==> src/rtl/uart_tx_framer.sv <==
// UART transmit framer: write FIFO feeding an LSB-first serialiser
// with optional parity, one or two stop bits and back-to-back frames.
`timescale 1ns/1ps
module uart_tx_framer #(
  parameter int DATA_BITS    = 8,
  parameter int CLKS_PER_BIT = 434,
  parameter int PARITY       = 0,
  parameter int STOP_BITS    = 1,
  parameter int FIFO_DEPTH   = 4
) (
  input  logic                 CLK_50M,
  input  logic                 reset,
  input  logic                 send_en,
  input  logic [DATA_BITS-1:0] Din,
  output logic                 Dout,
  output logic                 busy,
  output logic                 full,
  output logic                 tx_done,
  output logic                 overflow
);

  localparam int CW = (CLKS_PER_BIT > 1) ? $clog2(CLKS_PER_BIT) : 1;
  localparam int IW = $clog2(DATA_BITS);
  localparam int AW = $clog2(FIFO_DEPTH);

  localparam logic [CW-1:0] CNT_MAX   = CW'(CLKS_PER_BIT - 1);
  localparam logic [IW-1:0] DATA_LAST = IW'(DATA_BITS - 1);
  localparam logic [IW-1:0] STOP_LAST = IW'(STOP_BITS - 1);
  localparam logic [AW:0]   DEPTH     = (AW+1)'(FIFO_DEPTH);
  localparam logic          ODD       = (PARITY == 2);

  typedef enum logic [2:0] {
    S_IDLE,
    S_START,
    S_DATA,
    S_PAR,
    S_STOP
  } state_e;

  state_e               state_q, state_d;
  logic [CW-1:0]        cnt_q, cnt_d;
  logic [IW-1:0]        idx_q, idx_d;
  logic [DATA_BITS-1:0] shift_q, shift_d;
  logic                 par_q, par_d;
  logic                 dout_q, dout_d;
  logic                 ovf_q, ovf_d;
  logic                 full_q, full_d;
  logic [AW:0]          fcnt_q, fcnt_d;
  logic [AW-1:0]        wptr_q, wptr_d;
  logic [AW-1:0]        rptr_q, rptr_d;
  logic [DATA_BITS-1:0] mem [FIFO_DEPTH];

  logic                 wr_acc;
  logic                 pop;
  logic                 done;
  logic                 bit_end;
  logic                 nonempty;
  logic [DATA_BITS-1:0] head;

  assign wr_acc   = send_en & ~full_q;
  assign nonempty = (fcnt_q != '0);
  assign head     = mem[rptr_q];
  assign bit_end  = (cnt_q == CNT_MAX);

  always_comb begin
    state_d = state_q;
    cnt_d   = bit_end ? '0 : cnt_q + CW'(1);
    idx_d   = idx_q;
    shift_d = shift_q;
    par_d   = par_q;
    pop     = 1'b0;
    done    = 1'b0;
    unique case (state_q)
      S_IDLE: begin
        cnt_d = '0;
        if (nonempty) begin
          pop     = 1'b1;
          shift_d = head;
          par_d   = (^head) ^ ODD;
          state_d = S_START;
        end
      end
      S_START: begin
        if (bit_end) begin
          idx_d   = '0;
          state_d = S_DATA;
        end
      end
      S_DATA: begin
        if (bit_end) begin
          shift_d = shift_q >> 1;
          if (idx_q == DATA_LAST) begin
            idx_d   = '0;
            state_d = (PARITY != 0) ? S_PAR : S_STOP;
          end else begin
            idx_d = idx_q + IW'(1);
          end
        end
      end
      S_PAR: begin
        if (bit_end) begin
          idx_d   = '0;
          state_d = S_STOP;
        end
      end
      S_STOP: begin
        if (bit_end) begin
          if (idx_q == STOP_LAST) begin
            done  = 1'b1;
            idx_d = '0;
            // Queued word goes straight into START: no idle gap
            if (nonempty) begin
              pop     = 1'b1;
              shift_d = head;
              par_d   = (^head) ^ ODD;
              state_d = S_START;
            end else begin
              state_d = S_IDLE;
            end
          end else begin
            idx_d = idx_q + IW'(1);
          end
        end
      end
      default: state_d = S_IDLE;
    endcase

    dout_d = 1'b1;
    unique case (state_d)
      S_IDLE:  dout_d = 1'b1;
      S_START: dout_d = 1'b0;
      S_DATA:  dout_d = shift_d[0];
      S_PAR:   dout_d = par_d;
      S_STOP:  dout_d = 1'b1;
      default: dout_d = 1'b1;
    endcase
  end

  always_comb begin
    wptr_d = wr_acc ? wptr_q + AW'(1) : wptr_q;
    rptr_d = pop ? rptr_q + AW'(1) : rptr_q;
    fcnt_d = fcnt_q + {{AW{1'b0}}, wr_acc}
                    - {{AW{1'b0}}, pop};
    full_d = (fcnt_d == DEPTH);
    ovf_d  = ovf_q | (send_en & full_q);
  end

  always_ff @(posedge CLK_50M or posedge reset) begin
    if (reset) begin
      state_q <= S_IDLE;
      cnt_q   <= '0;
      idx_q   <= '0;
      shift_q <= '0;
      par_q   <= 1'b0;
      dout_q  <= 1'b1;
      ovf_q   <= 1'b0;
      full_q  <= 1'b0;
      fcnt_q  <= '0;
      wptr_q  <= '0;
      rptr_q  <= '0;
    end else begin
      state_q <= state_d;
      cnt_q   <= cnt_d;
      idx_q   <= idx_d;
      shift_q <= shift_d;
      par_q   <= par_d;
      dout_q  <= dout_d;
      ovf_q   <= ovf_d;
      full_q  <= full_d;
      fcnt_q  <= fcnt_d;
      wptr_q  <= wptr_d;
      rptr_q  <= rptr_d;
    end
  end

  always_ff @(posedge CLK_50M) begin
    if (wr_acc) mem[wptr_q] <= Din;
  end

  assign Dout     = dout_q;
  assign busy     = nonempty | (state_q != S_IDLE);
  assign full     = full_q;
  assign tx_done  = done;
  assign overflow = ovf_q;

endmodule
==> config.mk <==
export PLATFORM = sky130hd
export DESIGN_NAME = uart_tx_framer
export DESIGN_NICKNAME = d
export VERILOG_FILES = /design/src/rtl/uart_tx_framer.sv
export SDC_FILE = /design/constraint.sdc
export NUM_CORES = 1
export LEC_CHECK = 0
export CAP_MARGIN = 10
export CORE_MARGIN = 1
export CORE_UTILIZATION = 40
export CTS_CLUSTER_SIZE = 16
export DETAILED_ROUTE_END_ITERATION = 10
export GPL_ROUTABILITY_DRIVEN = 0
export PLACE_DENSITY = 0.65
export SKIP_CTS_REPAIR_TIMING = 1
export SLEW_MARGIN = 15
export SYNTH_ARGS = -nofsm -noshare
export SYNTH_HDL_FRONTEND = slang
export SYNTH_SLANG_ARGS = --single-unit
==> constraint.sdc <==
create_clock -name CLK_50M -period 7.4 [get_ports CLK_50M]
set_clock_uncertainty 0.2 [all_clocks]
set_input_delay 0.74 -clock CLK_50M [delete_from_list [all_inputs] [get_ports CLK_50M]]
set_output_delay 0.74 -clock CLK_50M [all_outputs]
set_load 0.01 [all_outputs]
**Run 1: zoomed window**

Region (39, 39) to (89, 89) µm. Cells in gray, sequential cells in the stronger gray; small squares are vias.
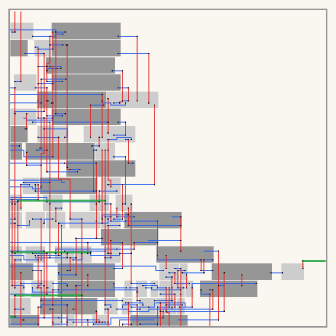
- M3: green
- M2: red
- M1: blue
- cells with their middle in the window: 62
- sequential cells in the window: 19
- netlist names of flops here include: `mem` (8), `shift_q` (6), `state_q` (2)
- most frequent: dfrtp_1 (10), edfxtp_1 (8)

**Run 1: placement by cell class**

(6 px per µm)
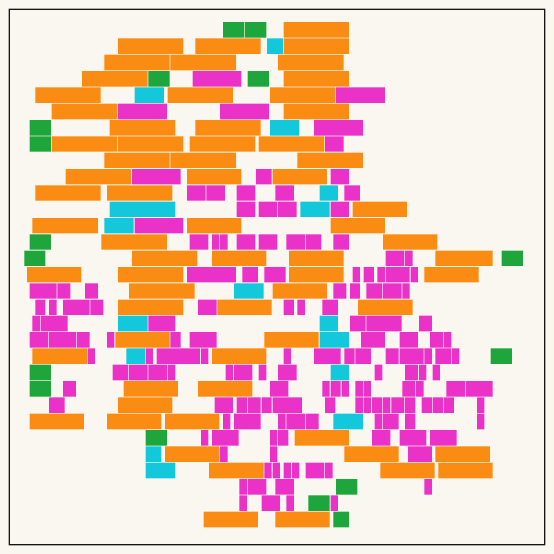
- clock drivers and dummy loads: cyan (cells 16; share of their area 6.1%)
- remaining logic cells: magenta (cells 155; share of their area 35%)
- remaining buffers and delay cells: green (cells 16; share of their area 4.7%)
- registers: orange (cells 66; share of their area 54%)
sequential share of cell area: 52.2%
Rows: 31
core area: 7290 µm²
final core utilization: 47.7%
design area: 3480 µm²

**Run 1: I/O pins on the die edge**

(4 px per µm) Pins as bars across the die edge, other pins in gray.
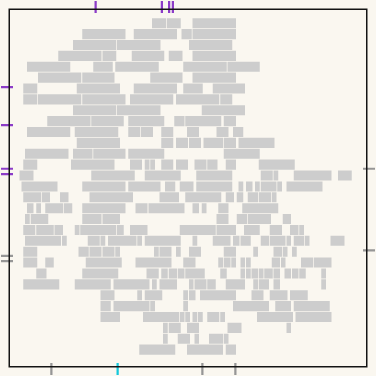
- `full`: cyan (pins 1; direction output; edge south)
- `Din`: purple (pins 8; direction input; edge 4 west, 4 north)
- all pins by edge: 6 west, 4 south, 4 north, 2 east
Die Wd: 89.0 µm
chip height: 89.0 µm

==> run summary, run 1 <==
fresh numbers from the pnr run: EDFF count, synth 32, Dominant comb cell simple AND/OR/NAND/NOR gates, reg-to-reg startpoint cnt_q[2], tap cells 99, DR vias/cell between 5 and 6, Worst-Skew Late Latency 340 ps, P per Cell Area 260 nW/µm², R2R Setup Slk 3840 ps, Post-Syn Area ~3000 µm², Yosys chip area around 3000 µm², VDD IR max 0.173 mV, post-route ant nets 0, max_cap viols 0, Adders+Majority by Area 5.21%, largest stage delay on the critical path 870 ps, Root Buffer clkbuf_8, yosys cell count between 200 and 250, Critical Path RT 7450 ps, Worst-Margin Slew 986 ps, Net count, final 271, Max-area cell share 31.7%, # clk buffers 9, Post-synth seq share 59.9%, htree depth 3, Tot Pwr 0.000905 W, first-pass GRT wire length 8380 µm, hold path endpoint overflow, WP buf/inv 1, fin. max-slew vios 0, Comb/total area 32.1%, clk cell area share 5.87%, Synth Register Bits 66, hold_ws 264 ps, #MultiIn Comb approximately 140, Hold Crit Depth 1, Synth Flop Type dfrtp_1, P_leak 1.37 nW, GRT overflow 0, Slew headroom 34.1%, Post-Route WL about 4900 µm, clock slew at reported path FFs 70 ps, clock sinks 66, Gate Area approximately 1100 µm², Layout Cells excl Fill approximately 350, Area after DPL 3270 µm², most numerous logic cell after layout dfrtp_1, register area 1810 µm², Syn Inst Count between 200 and 250, initial antenna violation count 0, Worst path slowest cell a211oi_2, post-route DRC violation count 0, fill cell count between 600 and 700, syn_nets 252, cell accounting for the most synthesized area edfxtp_1, Syn Area/Cell 13.2 µm², total CTS buffers 9, Worst setup startpoint cnt_q[2], bufs w/o clock 16, Leading cell kind sequential cells, status complete, no violations, critical path endpoint category register
-- run 1: per-layer routing --
metal | part of all wire, % | global-route usage (%)
met4 | 1.5 | 9.52
met3 | 3.3 | 3.32
met1 | 48 | 19.4
met2 | 47 | 22.0
met5 | 0 | 0
-- run 1: registers in the layout, summed over array words and instances, names as in the netlist --
register,count
cnt_q,9
shift_q,8
full,1
mem,32
overflow,1
par_q,1
fcnt_q,3
Dout,1
rptr_q,2
wptr_q,2
idx_q,3
state_q,3
-- run 1: where the power goes --
part	leakage (nW)	switching (W)	internal (W)
Sequential	0.704	0.0000167	0.000439
Clock	0.0973	0.000149	0.000160
Combinational	0.570	0.0000755	0.0000652
Total	1.37	0.000241	0.000664
## Run 2: what changed since run 1
==> constraint.sdc (replaced) <==
create_clock -name CLK_50M -period 3.4 [get_ports CLK_50M]
set_clock_uncertainty 0.2 [all_clocks]
set_input_delay 0.34 -clock CLK_50M [delete_from_list [all_inputs] [get_ports CLK_50M]]
set_output_delay 0.34 -clock CLK_50M [all_outputs]
set_load 0.01 [all_outputs]
**Run 2: zoomed window**

Region (39, 39) to (89, 89) µm. Cells in gray, sequential cells in the stronger gray; small squares are vias.
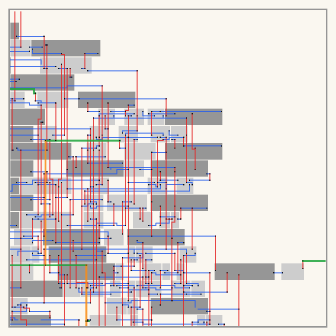
- M2: red
- M4: orange
- M1: blue
- M3: green
- most frequent: dfrtp_1 (12), xnor2_1 (8)
- sequential cells in the window: 18
- cells with their middle in the window: 71
- netlist names of flops here include: `shift_q` (8), `mem` (5), `rptr_q` (2)

==> run 2 against run 1 <==
Total power is 120% higher. Global-route usage up 0.58 points. Critical path type unchanged. Maximum frequency increased by 22%. Synthesized area unchanged. Sequential share of layout area fell by 0.28 points. Final cell count grew 0.57%. Design area grew 0.54%. Worst setup slack got worse by 3400 ps. Largest cell class unchanged. Synthesized cell count did not move. Critical path depth stayed put. First-iteration DRC count up 18%.
==> run summary, run 2 <==
fresh numbers from the pnr run: status complete, no violations, Gate Area 1120 µm² (unchanged), Rows 31 (unchanged), Leading cell kind sequential cells, Worst setup startpoint cnt_q[2], GRT overflow 0 (unchanged), cell accounting for the most synthesized area edfxtp_1, Slew headroom 53.3% (+19 points), core area 7290 µm² (unchanged), Post-synth seq share 59.9% (unchanged), Area after DPL 3290 µm² (+0.46%), R2R Setup Slk 480 ps (-3360 ps), fin. max-slew vios 0 (unchanged), Tot Pwr 0.00199 W (+120%), Critical Path RT 3470 ps (-3980 ps), fill cell count 678 (-1.0%), final core utilization 47.9% (+0.26 points), Top Registers mem (32), cnt_q (9), shift_q (8), Clock Power Share 34.5% (+0.4 points), Net count, final 273 (+0.74%), initial antenna violation count 0 (unchanged), tap cells 99 (unchanged), design area 3490 µm² (+0.54%), P per Cell Area 570 nW/µm² (+120%), Dominant comb cell simple AND/OR/NAND/NOR gates, Top reg by flops mem, max_cap viols 0 (unchanged), Worst-Margin Slew 696 ps (-291 ps), critical path endpoint category register, #MultiIn Comb 139 (unchanged), Net Sw Frac 27.2% (+0.54 points), largest stage delay on the critical path 440 ps (-430 ps), met3 usage 4.99% (+1.7 points), Post-Route WL 5190 µm (+5.0%), Root Buffer clkbuf_8, VDD IR max 0.466 mV (+170%), grt peak-use layer met2, Post-Syn Area 3030 µm² (unchanged), yosys cell count 229 (unchanged), clk cell area share 5.94% (+0.076 points), DR vias/cell 5.08 (+1.1%), Syn Inst Count 229 (unchanged), most numerous logic cell after layout dfrtp_1
**Run 2: clock wiring as the flow saved it**

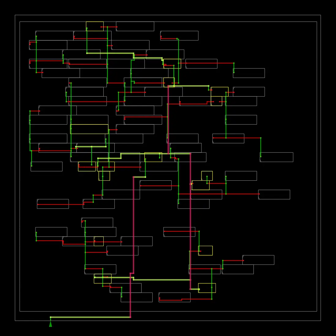
Worst-Skew Late Latency: 350 ps
clock sinks: 66
clock-net power: 0.000688 W
# clk buffers: 9
total CTS buffers: 9

## run 2: netlist changes by cell type in the layout (fill, tap and decap cells not counted)
cell and change:
inv_8 +1, inv_6 -1, clkinvlp_4 -1, buf_4 +2, clkinv_4 +1
## run 2: metal layers
| layer | up-vias | routed length, µm |
|---|---|---|
| met5 | - | 0 |
| met4 | 0 | 100 |
| met3 | 8 | 209 |
| met2 | 33 | 2440 |
| met1 | 882 | 2440 |
| li1 | 875 | - |
## run 2: power by group through the flow
stage	combinational, W	clock (W)	sequential [W]
after global routing	0.000351	0.000756	0.00100
after CTS	0.000318	0.000716	0.000995
final	0.000312	0.000688	0.000994
after floorplan	0.000229	0	0.00100
after global placement	0.000311	0	0.00101
after detailed placement	0.000316	0	0.00101
Power is estimated from default activity; no workload was simulated.
